**config.mk**
```make
export PLATFORM = sky130hd
export DESIGN_NAME = ft_recovery_unit
export DESIGN_NICKNAME = d
export VERILOG_FILES = /design/src/rtl/ft_recovery_unit.sv
export SDC_FILE = /design/constraint.sdc
export NUM_CORES = 2
export LEC_CHECK = 0
export ABC_CLOCK_PERIOD_IN_PS = 4300
export CORE_MARGIN = 1
export CORE_UTILIZATION = 55
export CTS_BUF_LIST = sky130_fd_sc_hd__clkbuf_4 sky130_fd_sc_hd__clkbuf_8
export CTS_CLUSTER_SIZE = 28
export DETAILED_ROUTE_END_ITERATION = 7
export PLACE_DENSITY_LB_ADDON = 0.25
export SLEW_MARGIN = 20
export SYNTH_ARGS = -nofsm -noshare
export SYNTH_HDL_FRONTEND = slang
export SYNTH_SLANG_ARGS = --single-unit
```
**constraint.sdc**
```tcl
create_clock -name clk_i -period 4.3 [get_ports clk_i]
set_input_delay 0.43 -clock clk_i [delete_from_list [all_inputs] [get_ports clk_i]]
set_output_delay 0.43 -clock clk_i [all_outputs]
set_load 0.02 [all_outputs]
```
**src/rtl/ft_recovery_unit.sv**
```systemverilog
// ft_recovery_unit: lockstep checker and recovery sequencer for 2 (DMR) or
// 3 (TMR) cores. Agreed writebacks are mirrored into a shadow register file
// and shadow PC; a detected fault halts the cores, pulses their reset,
// replays the shadow file and resumes them. Repeated faults escalate to a
// sticky fail state.
module ft_recovery_unit #(
  parameter int ADDR_WIDTH   = 5,
  parameter int DATA_WIDTH   = 32,
  parameter int NUM_CORES    = 3,
  parameter int MAX_RETRIES  = 3,
  parameter int CLEAN_CYCLES = 16
) (
  input  logic                            clk_i,
  input  logic                            rst_n,
  input  logic [NUM_CORES-1:0]            we_i,
  input  logic [NUM_CORES*ADDR_WIDTH-1:0] addr_i,
  input  logic [NUM_CORES*DATA_WIDTH-1:0] data_i,
  input  logic [NUM_CORES*DATA_WIDTH-1:0] spc_i,
  input  logic [NUM_CORES-1:0]            halted_i,
  output logic                            halt_o,
  output logic                            reset_o,
  output logic                            resume_o,
  output logic                            replay_valid_o,
  output logic [ADDR_WIDTH-1:0]           addr_o,
  output logic [DATA_WIDTH-1:0]           data_o,
  output logic [DATA_WIDTH-1:0]           spc_o,
  output logic [NUM_CORES-1:0]            fault_core_o,
  output logic [7:0]                      error_count_o,
  output logic                            fail_o
);

  localparam int DEPTH = 2 ** ADDR_WIDTH;
  localparam int KW    = 1 + ADDR_WIDTH + 2 * DATA_WIDTH;  // {we, addr, data, spc}
  localparam int CW    = $clog2(CLEAN_CYCLES + 1);

  typedef enum logic [2:0] {
    S_RUN, S_HALT, S_RESET, S_REPLAY, S_RESUME, S_FAIL
  } state_t;

  state_t                  r_state, w_next;
  logic [DATA_WIDTH-1:0]   r_shadow [DEPTH];
  logic [DATA_WIDTH-1:0]   r_spc;
  logic [3:0]              r_retry;
  logic [CW-1:0]           r_clean;
  logic [7:0]              r_err_cnt;
  logic [NUM_CORES-1:0]    r_fault;
  logic [ADDR_WIDTH-1:0]   r_rcnt;

  logic [KW-1:0]           w_key [NUM_CORES];
  logic [KW-1:0]           w_ckey;
  logic                    w_err, w_commit, w_run;
  logic [NUM_CORES-1:0]    w_outlier;
  logic                    w_c_we;
  logic [ADDR_WIDTH-1:0]   w_c_addr;
  logic [DATA_WIDTH-1:0]   w_c_data, w_c_spc;

  // Canonical per-core key: address and data are zeroed when we=0 so that a
  // plain equality compare treats them as don't-care.
  for (genvar k = 0; k < NUM_CORES; k++) begin : g_key
    assign w_key[k] = we_i[k]
      ? {1'b1, addr_i[k*ADDR_WIDTH +: ADDR_WIDTH], data_i[k*DATA_WIDTH +: DATA_WIDTH],
         spc_i[k*DATA_WIDTH +: DATA_WIDTH]}
      : {1'b0, {ADDR_WIDTH{1'b0}}, {DATA_WIDTH{1'b0}}, spc_i[k*DATA_WIDTH +: DATA_WIDTH]};
  end

  if (NUM_CORES == 3) begin : g_tmr
    logic w_m01, w_m02, w_m12;
    assign w_m01 = (w_key[0] == w_key[1]);
    assign w_m02 = (w_key[0] == w_key[2]);
    assign w_m12 = (w_key[1] == w_key[2]);

    // Majority vote: pick the agreed tuple and flag the single dissenter.
    // NOTE: every signal gets a default first so no path leaves it unassigned,
    // which would otherwise infer a latch.
    always_comb begin
      w_err     = 1'b1;
      w_commit  = 1'b0;
      w_ckey    = w_key[0];
      w_outlier = '0;
      if (w_m01 && w_m02) begin
        w_err    = 1'b0;
        w_commit = 1'b1;
      end else if (w_m01) begin
        w_commit  = 1'b1;
        w_outlier = 3'b100;
      end else if (w_m02) begin
        w_commit  = 1'b1;
        w_outlier = 3'b010;
      end else if (w_m12) begin
        w_commit  = 1'b1;
        w_ckey    = w_key[1];
        w_outlier = 3'b001;
      end
    end
  end else begin : g_dmr
    // Pair compare: detection only, no vote and no per-core blame.
    always_comb begin
      w_err     = (w_key[0] != w_key[1]);
      w_commit  = ~w_err;
      w_ckey    = w_key[0];
      w_outlier = '0;
    end
  end

  assign w_c_we   = w_ckey[KW-1];
  assign w_c_addr = w_ckey[KW-2 -: ADDR_WIDTH];
  assign w_c_data = w_ckey[2*DATA_WIDTH-1 -: DATA_WIDTH];
  assign w_c_spc  = w_ckey[DATA_WIDTH-1:0];
  assign w_run    = (r_state == S_RUN);

  // State register.
  // NOTE: sequential state uses non-blocking assignments so every register
  // samples pre-edge values regardless of statement order.
  always_ff @(posedge clk_i or negedge rst_n) begin
    if (!rst_n) r_state <= S_RUN;
    else        r_state <= w_next;
  end

  // Next-state and Moore outputs of the recovery sequencer.
  always_comb begin
    w_next         = r_state;
    halt_o         = 1'b0;
    reset_o        = 1'b0;
    resume_o       = 1'b0;
    replay_valid_o = 1'b0;
    addr_o         = '0;
    data_o         = '0;
    fail_o         = 1'b0;
    case (r_state)
      S_RUN: begin
        if (w_err) w_next = (r_retry == 4'(MAX_RETRIES)) ? S_FAIL : S_HALT;
      end
      S_HALT: begin
        halt_o = 1'b1;
        if (&halted_i) w_next = S_RESET;
      end
      S_RESET: begin
        halt_o  = 1'b1;
        reset_o = 1'b1;
        w_next  = S_REPLAY;
      end
      S_REPLAY: begin
        halt_o         = 1'b1;
        replay_valid_o = 1'b1;
        addr_o         = r_rcnt;
        data_o         = r_shadow[r_rcnt];
        if (r_rcnt == {ADDR_WIDTH{1'b1}}) w_next = S_RESUME;
      end
      S_RESUME: begin
        resume_o = 1'b1;
        w_next   = S_RUN;
      end
      S_FAIL: begin
        halt_o = 1'b1;
        fail_o = 1'b1;
      end
      default: w_next = S_RUN;
    endcase
  end

  // Retry/clean/error bookkeeping and sticky per-core blame, RUN only.
  always_ff @(posedge clk_i or negedge rst_n) begin
    if (!rst_n) begin
      r_retry   <= '0;
      r_clean   <= '0;
      r_err_cnt <= '0;
      r_fault   <= '0;
    end else if (w_run) begin
      if (w_err) begin
        r_clean <= '0;
        r_fault <= r_fault | w_outlier;
        if (r_retry != 4'(MAX_RETRIES)) r_retry <= r_retry + 4'd1;
        if (r_err_cnt != 8'hFF)         r_err_cnt <= r_err_cnt + 8'd1;
      end else if (r_clean == CW'(CLEAN_CYCLES - 1)) begin
        r_clean <= '0;
        r_retry <= '0;
      end else begin
        r_clean <= r_clean + CW'(1);
      end
    end
  end

  // Replay index: cleared while the cores are held in reset, then walks the file.
  always_ff @(posedge clk_i or negedge rst_n) begin
    if (!rst_n)                    r_rcnt <= '0;
    else if (r_state == S_RESET)   r_rcnt <= '0;
    else if (r_state == S_REPLAY)  r_rcnt <= r_rcnt + ADDR_WIDTH'(1);
  end

  // Shadow register file and PC: updated only by committed RUN cycles.
  // NOTE: the shadow file is explicitly cleared on reset because the replay
  // path reads every entry, including ones never written since reset.
  always_ff @(posedge clk_i or negedge rst_n) begin
    if (!rst_n) begin
      for (int i = 0; i < DEPTH; i++) r_shadow[i] <= '0;
      r_spc <= '0;
    end else if (w_run && w_commit) begin
      r_spc <= w_c_spc;
      if (w_c_we && (w_c_addr != '0)) r_shadow[w_c_addr] <= w_c_data;
    end
  end

  assign spc_o         = r_spc;
  assign fault_core_o  = r_fault;
  assign error_count_o = r_err_cnt;

endmodule

```
==> run notes <==
Results of the full flow below.

Cells and area:
- The run puts the antenna diode count at 10.
- The run gives the final core utilization as 68.84%.
- The run gives the number of inserted filler cells in the final layout as 6,554.
- By instance count after routing, the leading logic cell types are 1,079 x dfrtp_1, 894 x mux2_2, 320 x mux4_2, 281 x buf_4, 270 x clkdlybuf4s50_1.
- The run gives the number of signal-net buffers in the layout as 728.
- The run gives the most common logic cell in the routed design as dfrtp_1.
- The run puts the combinational gate area at 24,850 um2.

Power and ir drop:
- In this run the static leakage power is 0.03098 uW.
- The run gives the power density relative to cell area as 322.3 nW/um2.
- The run gives the total design power as 21,180 uW.

Critical path:
- The run puts the arrival time reported for the critical path endpoint at 3.78 ns.
- The worst register-to-register path begins at r_state[0].
- The run gives the launching instance or port of the critical path as r_rcnt[0].

CTS:
- TritonCTS created 176 clock buffers.
- The root buffer cell chosen for the clock tree is clkbuf_8.
- The clock passes through at most 3 buffers.
- The run gives the hold buffer count at cts as 1.
- The run puts the insertion delay to the later sink of the worst-skew pair at 0.89 ns.
- The run gives the number of gates resized after cts as 33.

Yosys:
- The run gives the post-synthesis chip area from yosys as 53,240 um2.
- The gate-level netlist out of Yosys references 79 unique cell types.
- The run puts the count of instantiated cells in the yosys netlist at 3,673.
- The run gives the top logic cell family in the synthesized netlist as multiplexers.
- Counting flops with a built-in enable in the synthesized netlist gives 0.
- The run gives the main flop type after synthesis as dfrtp_1.
- Yosys printed 0 warnings.
- The run puts the instance tally after logic synthesis at 3,673.
- Multiplexer cells account for 36.53% of the synthesized area.
- The run puts the net count after synthesis at 3,893.
- The run gives the flop and latch count out of synthesis as 1,084.
- The run gives the most used standard cell by instance count after synthesis as dfrtp_1.

Route:
- The run gives the violation count after the first detailed-route iteration as 3,306.
- The script parses the final routing iteration and logs DRC violations as 0.
- The run puts the number of vias per cell after detailed routing at 6.289.
- The run gives the mean routed wirelength per cell as 28.49 um.

GRT:
- The run puts the global-route usage over all layers at 33.47%.
- The run gives the total overflow reported by the global router as 0.
- The first global-routing pass estimated 242.1 mm of wire.

Worst hold path:
- In this run the worst hold path is classified as primary input to async pin.

Status:
- The run finished with clean final reports.

Job:
- The run puts the number of violations of the max-capacitance limit at 0.

Placed design:
- The run gives the placed standard-cell area as 61,450 um2.
- The congestion estimate from routability-driven global placement came to 1.089.
- At the placement stage, the worst setup path has a slack of -0.3611 ns.
- The run puts the instance count after placement with tap cells included at 5,290.

Final timing:
- The run puts the number of endpoints failing setup at the final stage at 0.
- The slew check shows that the tightest pin keeps a relative margin of 27.95%.
- The run gives the actual slew at the worst max-slew pin as 1.072 ns.

Floorplanning:
- The run gives the die footprint as 98,040 um2.
[routing by layer]
metal | global-route usage (%) | part of all wire [%] | vias up
met5 | 0 | 0 | -
met4 | 13.02 | 3.6 | 0
met3 | 6.008 | 6.6 | 336
met2 | 51.54 | 47 | 1358
met1 | 47.72 | 43 | 18910
li1 | - | - | 14843
[registers in the layout (all words and copies together) (netlist names)]
name           count
r_rcnt             5
r_shadow        1024
error_count_o      8
r_retry            4
r_state            3
spc_o             32
r_clean            5
fault_core_o       3
[critical path: cells and delay by family, from the launching register on]
family | cells | cell delay [ns]
and+or+nand+nor | 1 | 0.07
DFF | 1 | 0.44
buffers and inverters | 3 | 1.09
muxes | 3 | 1.27
[where the power goes]
group	switching (uW)	internal, uW	leakage, uW
Combinational	819	518	0.0138
Sequential	0.00000000000470	10200	0.0151
Clock	4260	5370	0.00205
Figure 1. Clock network drawn from the DEF.
Drawn at 1 px/um.
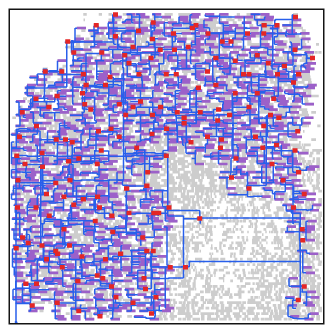
[purple] flip-flops | count: 1,084
[blue] clock wires | length: 13,900 um
[red] clock-net drivers | count: 176
flops lie	widely spread

Figure 2. I/O nets highlighted.
Drawn at 1.5 px/um.
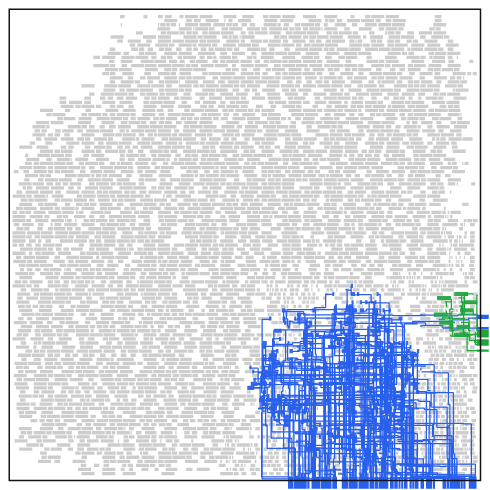
color	port	bits	direction	edge	end cells	buffers	wire
blue	`data_i`	96	input	93 bottom, 3 right	290	173	15,000 um
green	`error_count_o`	8	output	right	8	8	331 um
num ports: 300
number of I/O port buffers: 299

No activity file was given, so power comes from the tool's default toggle rates.
